--- src/rtl/tick_counter_pkg.sv ---
// Shared widths and constants for the tick counter.
// Period counter width and BCD digit layout.
package tick_counter_pkg;

  localparam int TM_W       = 27;
  localparam int BCD_DIGITS = 4;

  localparam logic [3:0] DIGIT_MAX = 4'd9;

  typedef logic [3:0]      digit_t;
  typedef logic [TM_W-1:0] tm_t;

endpackage

--- src/rtl/bcd_digit.sv ---
// One decimal digit of the tick count.
// Carry is combinational so a whole 9999 chain ripples in one edge.
module bcd_digit
  import tick_counter_pkg::*;
(
  input  logic   clk,
  input  logic   rst,
  input  logic   clr,
  input  logic   inc,
  output digit_t digit,
  output logic   carry
);

  logic at_max;

  assign at_max = (digit == DIGIT_MAX);
  assign carry  = inc & at_max;

  always_ff @(posedge clk or posedge rst) begin
    if (rst) begin
      digit <= '0;
    end else if (clr) begin
      digit <= '0;
    end else if (inc) begin
      digit <= at_max ? '0 : digit + 4'd1;
    end
  end

endmodule

--- src/rtl/tick_counter.sv ---
// Programmable-period tick generator with LED toggle,
// four-digit BCD tick count and sticky overflow flag.
module tick_counter
  import tick_counter_pkg::*;
(
  input  logic        clk,
  input  logic        rst,
  input  tm_t         tm_value,
  input  logic        count_en,
  input  logic        clr,
  output logic        tick,
  output logic        led,
  output logic [15:0] bcd,
  output logic        ovf
);

  tm_t                   cnt;
  logic                  period_end;
  logic [BCD_DIGITS:0]   chain;

  // >= rather than == so a lowered terminal count never wraps cnt
  assign period_end = count_en & ~clr & (cnt >= tm_value);
  assign chain[0]   = period_end;

  for (genvar i = 0; i < BCD_DIGITS; i++) begin : g_digit
    bcd_digit u_digit (
      .clk   (clk),
      .rst   (rst),
      .clr   (clr),
      .inc   (chain[i]),
      .digit (bcd[4*i +: 4]),
      .carry (chain[i+1])
    );
  end

  always_ff @(posedge clk or posedge rst) begin
    if (rst) begin
      cnt  <= '0;
      tick <= 1'b0;
      led  <= 1'b0;
      ovf  <= 1'b0;
    end else if (clr) begin
      cnt  <= '0;
      tick <= 1'b0;
      ovf  <= 1'b0;
    end else begin
      tick <= period_end;
      if (count_en) begin
        cnt <= period_end ? '0 : cnt + 1'b1;
      end
      if (period_end) begin
        led <= ~led;
      end
      if (chain[BCD_DIGITS]) begin
        ovf <= 1'b1;
      end
    end
  end

endmodule

--- config.mk ---
export PLATFORM = sky130hd
export DESIGN_NAME = tick_counter
export DESIGN_NICKNAME = d
export VERILOG_FILES = /design/src/rtl/tick_counter_pkg.sv /design/src/rtl/bcd_digit.sv /design/src/rtl/tick_counter.sv
export SDC_FILE = /design/constraint.sdc
export NUM_CORES = 1
export LEC_CHECK = 0
export CAP_MARGIN = 20
export CORE_MARGIN = 5
export CORE_UTILIZATION = 35
export CTS_CLUSTER_DIAMETER = 60
export DETAILED_ROUTE_END_ITERATION = 8
export GPL_TIMING_DRIVEN = 0
export HOLD_SLACK_MARGIN = 0.03
export SYNTH_ARGS = -nofsm -noshare
export SYNTH_HDL_FRONTEND = slang
export SYNTH_SLANG_ARGS = --single-unit
export TNS_END_PERCENT = 1
--- constraint.sdc ---
create_clock -name clk -period 4.35 [get_ports clk]
set_input_delay 0.6525 -clock clk [delete_from_list [all_inputs] [get_ports clk]]
set_output_delay 0.6525 -clock clk [all_outputs]
set_load 0.005 [all_outputs]
==> run_results.csv, run 1 <==
group,metric,value,unit
status,outcome,"finished, final reports clean",
power_and_ir_drop,power.leakage,1.74,nW
yosys,edf_count,0,
final_timing,rsz0062_at_grt,"no",
yosys,synthXorXnorAreaFrac,0.0532,
detailed_routing,top_layer,"met4",
layout,logic_gates,262,
layout,nClkBuffers,5,
detailed_routing,drtIter0Drc,84,
worst_setup_path,critPathLaunch,"tm_value[18]",
clock_network,worstSkewPairLatency,300,ps
detailed_routing,drc,0,
global_route,antenna_found_initial,0,
die,die_w,105,microns
worst_setup_path,crit_family,"simple AND/OR/NAND/NOR gates",
yosys,syn_inst,357,
yosys,ff_type,"dfrtp_1",
die,nWellTaps,108,
detailed_routing,wl_met3,235,microns
power_and_ir_drop,finalPower,0.781,mW
die,core_area,8720,sq um
yosys,fa_ha_area_frac,0.144,
yosys,mux_area_frac,0,
clock_network,post-cts-setup-buffers,0,
clock_network,cts_max_level,2,
clock_network,cts_buffer_depth,2,
worst_setup_path,r2r.worst_path.cells,9,
layout,largest_reg_flops,27,
placed_design,dp.final_hpwl,5.52,mm
die,dieArea,10900,sq um
power_and_ir_drop,power_frac_clock,0.341,
hold_path,hp-class,"reg2reg",
power_and_ir_drop,p_sw,0.197,mW
final_timing,hold_slack,480,ps
layout,largest_class,"logic gates",
job,warnings,30,
yosys,compound_area_frac,0.138,
die,die_h,105,microns
yosys,synthTopCellsByCount,"46 x dfrtp_1, 38 x inv_1, 36 x ha_1, 29 x nor2_1, 27 x a21oi_1",
detailed_routing,wl,7.12,mm
final_timing,slew_violations,0,
power_and_ir_drop,ir_worst_vdd,0.111,mV
layout,diodes,0,
global_route,grt_max_degree,38,
die,fp-row-count,34,
detailed_routing,num_vias,2696,
worst_setup_path,critPathBufInv,3,
worst_setup_path,endpoint_kind,"flop",
layout,seq_area,1150,sq um
hold_path,min_path_cells,1,
detailed_routing,dr.pass1.iters,4,
yosys,seq_area_frac_synth,0.368,
yosys,async_flop_share,1.00,
global_route,gr-usage-met3,0.0277,
power_and_ir_drop,seqPwrFrac,0.553,
worst_setup_path,required,4580,ps
yosys,ys_types,45,
worst_setup_path,cp.depth,11,
final_timing,layout_min_cycle_time,3190,ps
layout,clockNetworkAreaShare,0.0234,
clock_network,cts_resized,0,
power_and_ir_drop,comb_power,0.0825,mW
layout,buf_share,0.145,
yosys,avgSynthCellArea,8.77,sq um
worst_setup_path,worstSetupEndpoint,"g_digit[2].u_digit.digit[0]",
layout,lay_top_count,"clkdlybuf4s50_1",
yosys,yosysMostFrequentCell,"dfrtp_1",
clock_network,path_clk_slew,90,ps
final_timing,tns,0,ps
placed_design,routabilityCongestion,0.744,
job,cap_violations,0,
yosys,synth_flops,46,
worst_setup_path,crit_path_start_kind,"input port",
global_route,globalRouteMet1Util,0.185,
global_route,grt_pass1_vias,2671,
hold_path,holdPathEnd,"led",
detailed_routing,wl_met2,3.33,mm
power_and_ir_drop,p_per_area,203,nW/um^2
hold_path,worstHoldStart,"led",
yosys,top_area_frac,0.368,
power_and_ir_drop,maxPowerGroup,"registers",
layout,nFillCells,888,
power_and_ir_drop,comb_power_share,0.106,
global_route,track_usage,0.135,
power_and_ir_drop,seq_power,0.432,mW
layout,mostFrequentLayoutCells,"48 x clkdlybuf4s50_1, 46 x dfrtp_1, 37 x inv_1, 36 x ha_1, 29 x nor2_1",
layout,num-nonclk-inverters,38,
layout,largestRegisters,"cnt x27, g_digit.u_digit.digit x16",
clock_network,numCtsBuffers,5,
final_timing,finalHoldViolCount,0,
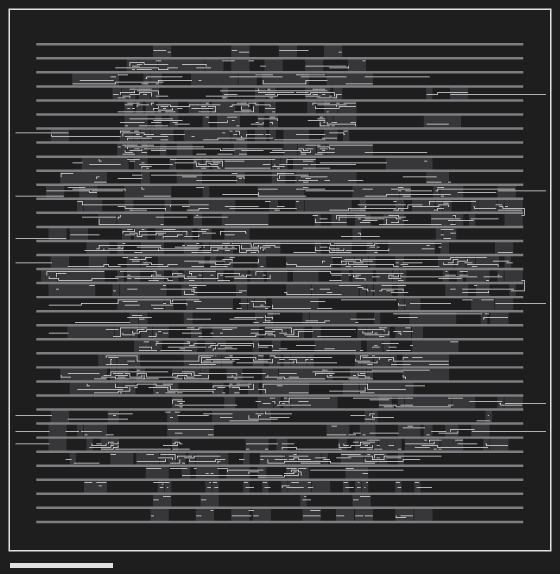
Fig. 1. The metal 1 layer (run 1).
Scale bar: 20 microns. Supply wires on this layer in gray.
444 nets have wire on it. The wires run mostly horizontal. The layer holds 49% of the routed length. The layer carries 3470 microns of wire. The longest straight run is 24.4 microns.

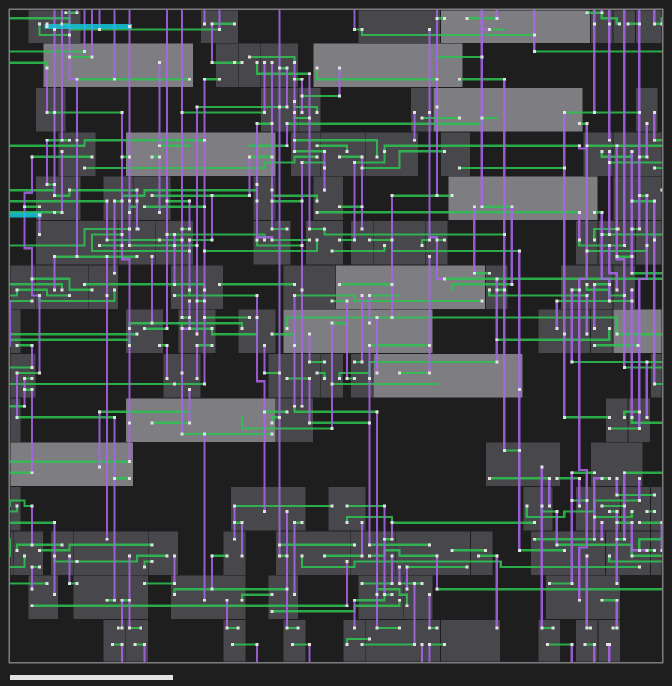
Fig. 2. Zoomed window (run 1).
Scale bar: 10 microns. Region (32, 11) to (72, 51) microns. Cells in gray, sequential cells in the stronger gray; small squares are vias.
Key: cyan = M3; purple = M2; green = M1
Most frequent: nor2_1 (11), dfrtp_1 (11). Netlist names of flops here include cnt (11). 104 logic cells have their middle in the window. Sequential cells in the window: 11.

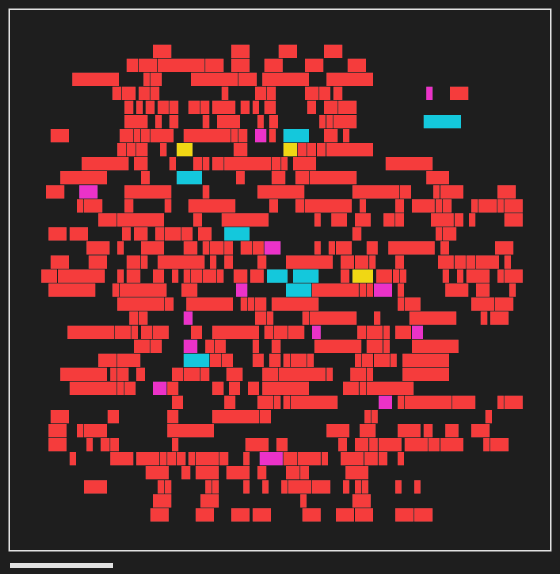
Fig. 3. Cells by drive strength (run 1).
Scale bar: 20 microns.
Key: yellow = x3 and x4 [cells 3, share 0.72%]; red = x1 and smaller [cells 390, share 94%]; magenta = x2 [cells 13, share 3.1%]; cyan = x6 and larger [cells 8, share 1.9%]
Final WS setup: 1160 ps
Finished Cell Area: 3850 sq um
Area Growth Syn to Fin: 23.2%
Buffers excl. clock: 60

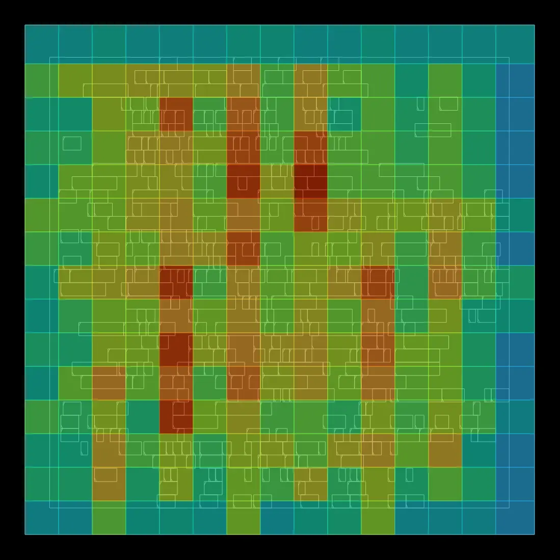
Fig. 4. Congestion heat map (run 1).
GR Util met2: 0.216
mean routed wirelength per cell: 13.6 microns

Fig. 5: run 1, signal wires on met2
Scale bar: 20 microns.
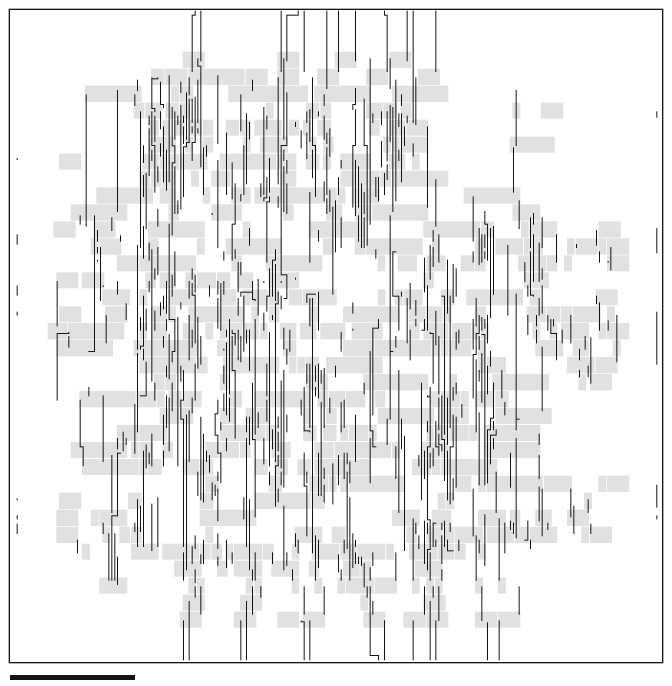

==> run 2: changes to the inputs <==
==> constraint.sdc (replaced) <==
create_clock -name clk -period 3.05 [get_ports clk]
set_input_delay 0.4575 -clock clk [delete_from_list [all_inputs] [get_ports clk]]
set_output_delay 0.4575 -clock clk [all_outputs]
set_load 0.005 [all_outputs]
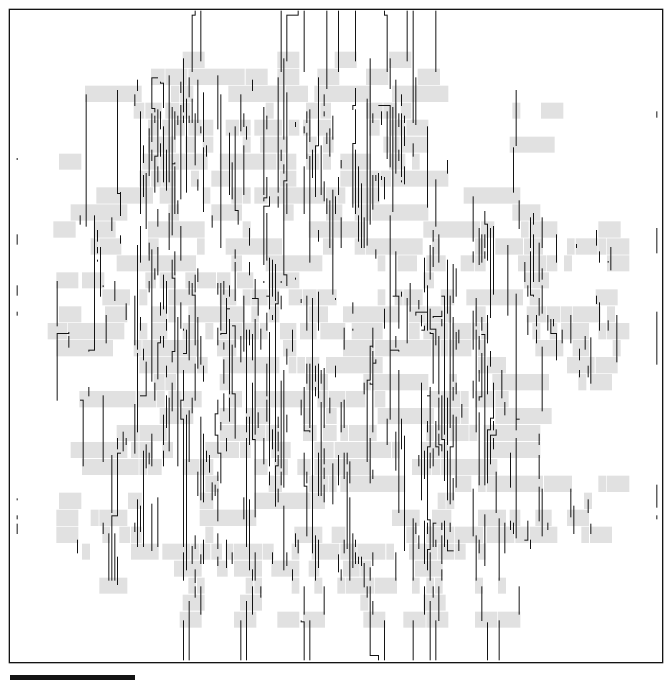
Fig. 6. Signal wires on met2 (run 2).
Scale bar: 20 microns.
The wires run mostly vertical. The layer carries 3320 microns of wire. The layer holds 47% of the routed length. The longest straight run is 40.8 microns.
routed wire length: 7.13 mm
vias: 2698

==> run 2 against run 1 <==
- sequential power up 43%
- sequential share of layout area about the same
- total power up 43%
- flip-flop count unchanged
- register-to-register slack worse by 1300 ps
- cell area up 0.13%
- routed wire length about the same
- synthesized area unchanged
- die size unchanged
- utilization up 0.057 points
- combinational power up 43%
==> run_results.csv, run 2 <==
group,metric,value,unit
global_route,antenna_found_initial,0,
yosys,synthXorXnorAreaFrac,0.0532,
detailed_routing,wl_met3,263,microns
layout,area_delta_synth_final,23.4,%
power_and_ir_drop,power.leakage,1.75,nW
detailed_routing,wl_per_cell,13.7,microns
yosys,ff_type,"dfrtp_1",
power_and_ir_drop,seqPwrFrac,0.553,
yosys,syn_inst,357,
layout,buf_share,0.146,
clock_network,cts_resized,0,
yosys,yosysMostFrequentCell,"dfrtp_1",
layout,nFillCells,888,
clock_network,cts_buffer_depth,2,
worst_setup_path,crit_path_start_kind,"input port",
power_and_ir_drop,comb_power,0.118,mW
worst_setup_path,cp.depth,11,
detailed_routing,wl_met2,3.32,mm
global_route,gr-usage-met3,0.0277,
power_and_ir_drop,seq_power,0.616,mW
layout,num-nonclk-inverters,38,
layout,nClkBuffers,5,
global_route,globalRouteMet1Util,0.185,
layout,clockNetworkAreaShare,0.0233,
yosys,compound_area_frac,0.138,
power_and_ir_drop,ir_worst_vdd,0.158,mV
detailed_routing,drtIter0Drc,95,
layout,fin_area,3860,sq um
power_and_ir_drop,finalPower,1.11,mW
layout,mostFrequentLayoutCells,"48 x clkdlybuf4s50_1, 46 x dfrtp_1, 37 x inv_1, 36 x ha_1, 29 x nor2_1",
worst_setup_path,worstSetupEndpoint,"g_digit[2].u_digit.digit[0]",
detailed_routing,drc,0,
placed_design,dp.final_hpwl,5.52,mm
yosys,edf_count,0,
worst_setup_path,critPathBufInv,3,
clock_network,worstSkewPairLatency,310,ps
yosys,ys_types,45,
global_route,grt_max_degree,38,
yosys,mux_area_frac,0,
yosys,synthTopCellsByCount,"46 x dfrtp_1, 38 x inv_1, 36 x ha_1, 29 x nor2_1, 27 x a21oi_1",
yosys,async_flop_share,1.00,
status,outcome,"finished, final reports clean",
final_timing,finalHoldViolCount,0,
die,die_w,105,microns
power_and_ir_drop,maxPowerGroup,"registers",
worst_setup_path,r2r.worst_path.cells,9,
layout,largestRegisters,"cnt x27, g_digit.u_digit.digit x16",
final_timing,layout_min_cycle_time,2970,ps
yosys,avgSynthCellArea,8.77,sq um
global_route,met2_usage,0.216,
die,dieArea,10900,sq um
die,core_area,8720,sq um
die,fp-row-count,34,
final_timing,rsz0062_at_grt,"yes",
layout,diodes,0,
final_timing,setup_ws,84.0,ps
power_and_ir_drop,power_frac_clock,0.341,
layout,largest_class,"logic gates",
global_route,track_usage,0.135,
yosys,fa_ha_area_frac,0.144,
global_route,grt_pass1_vias,2671,
Power figures rest on the tool's default switching activity, not on a simulated workload.
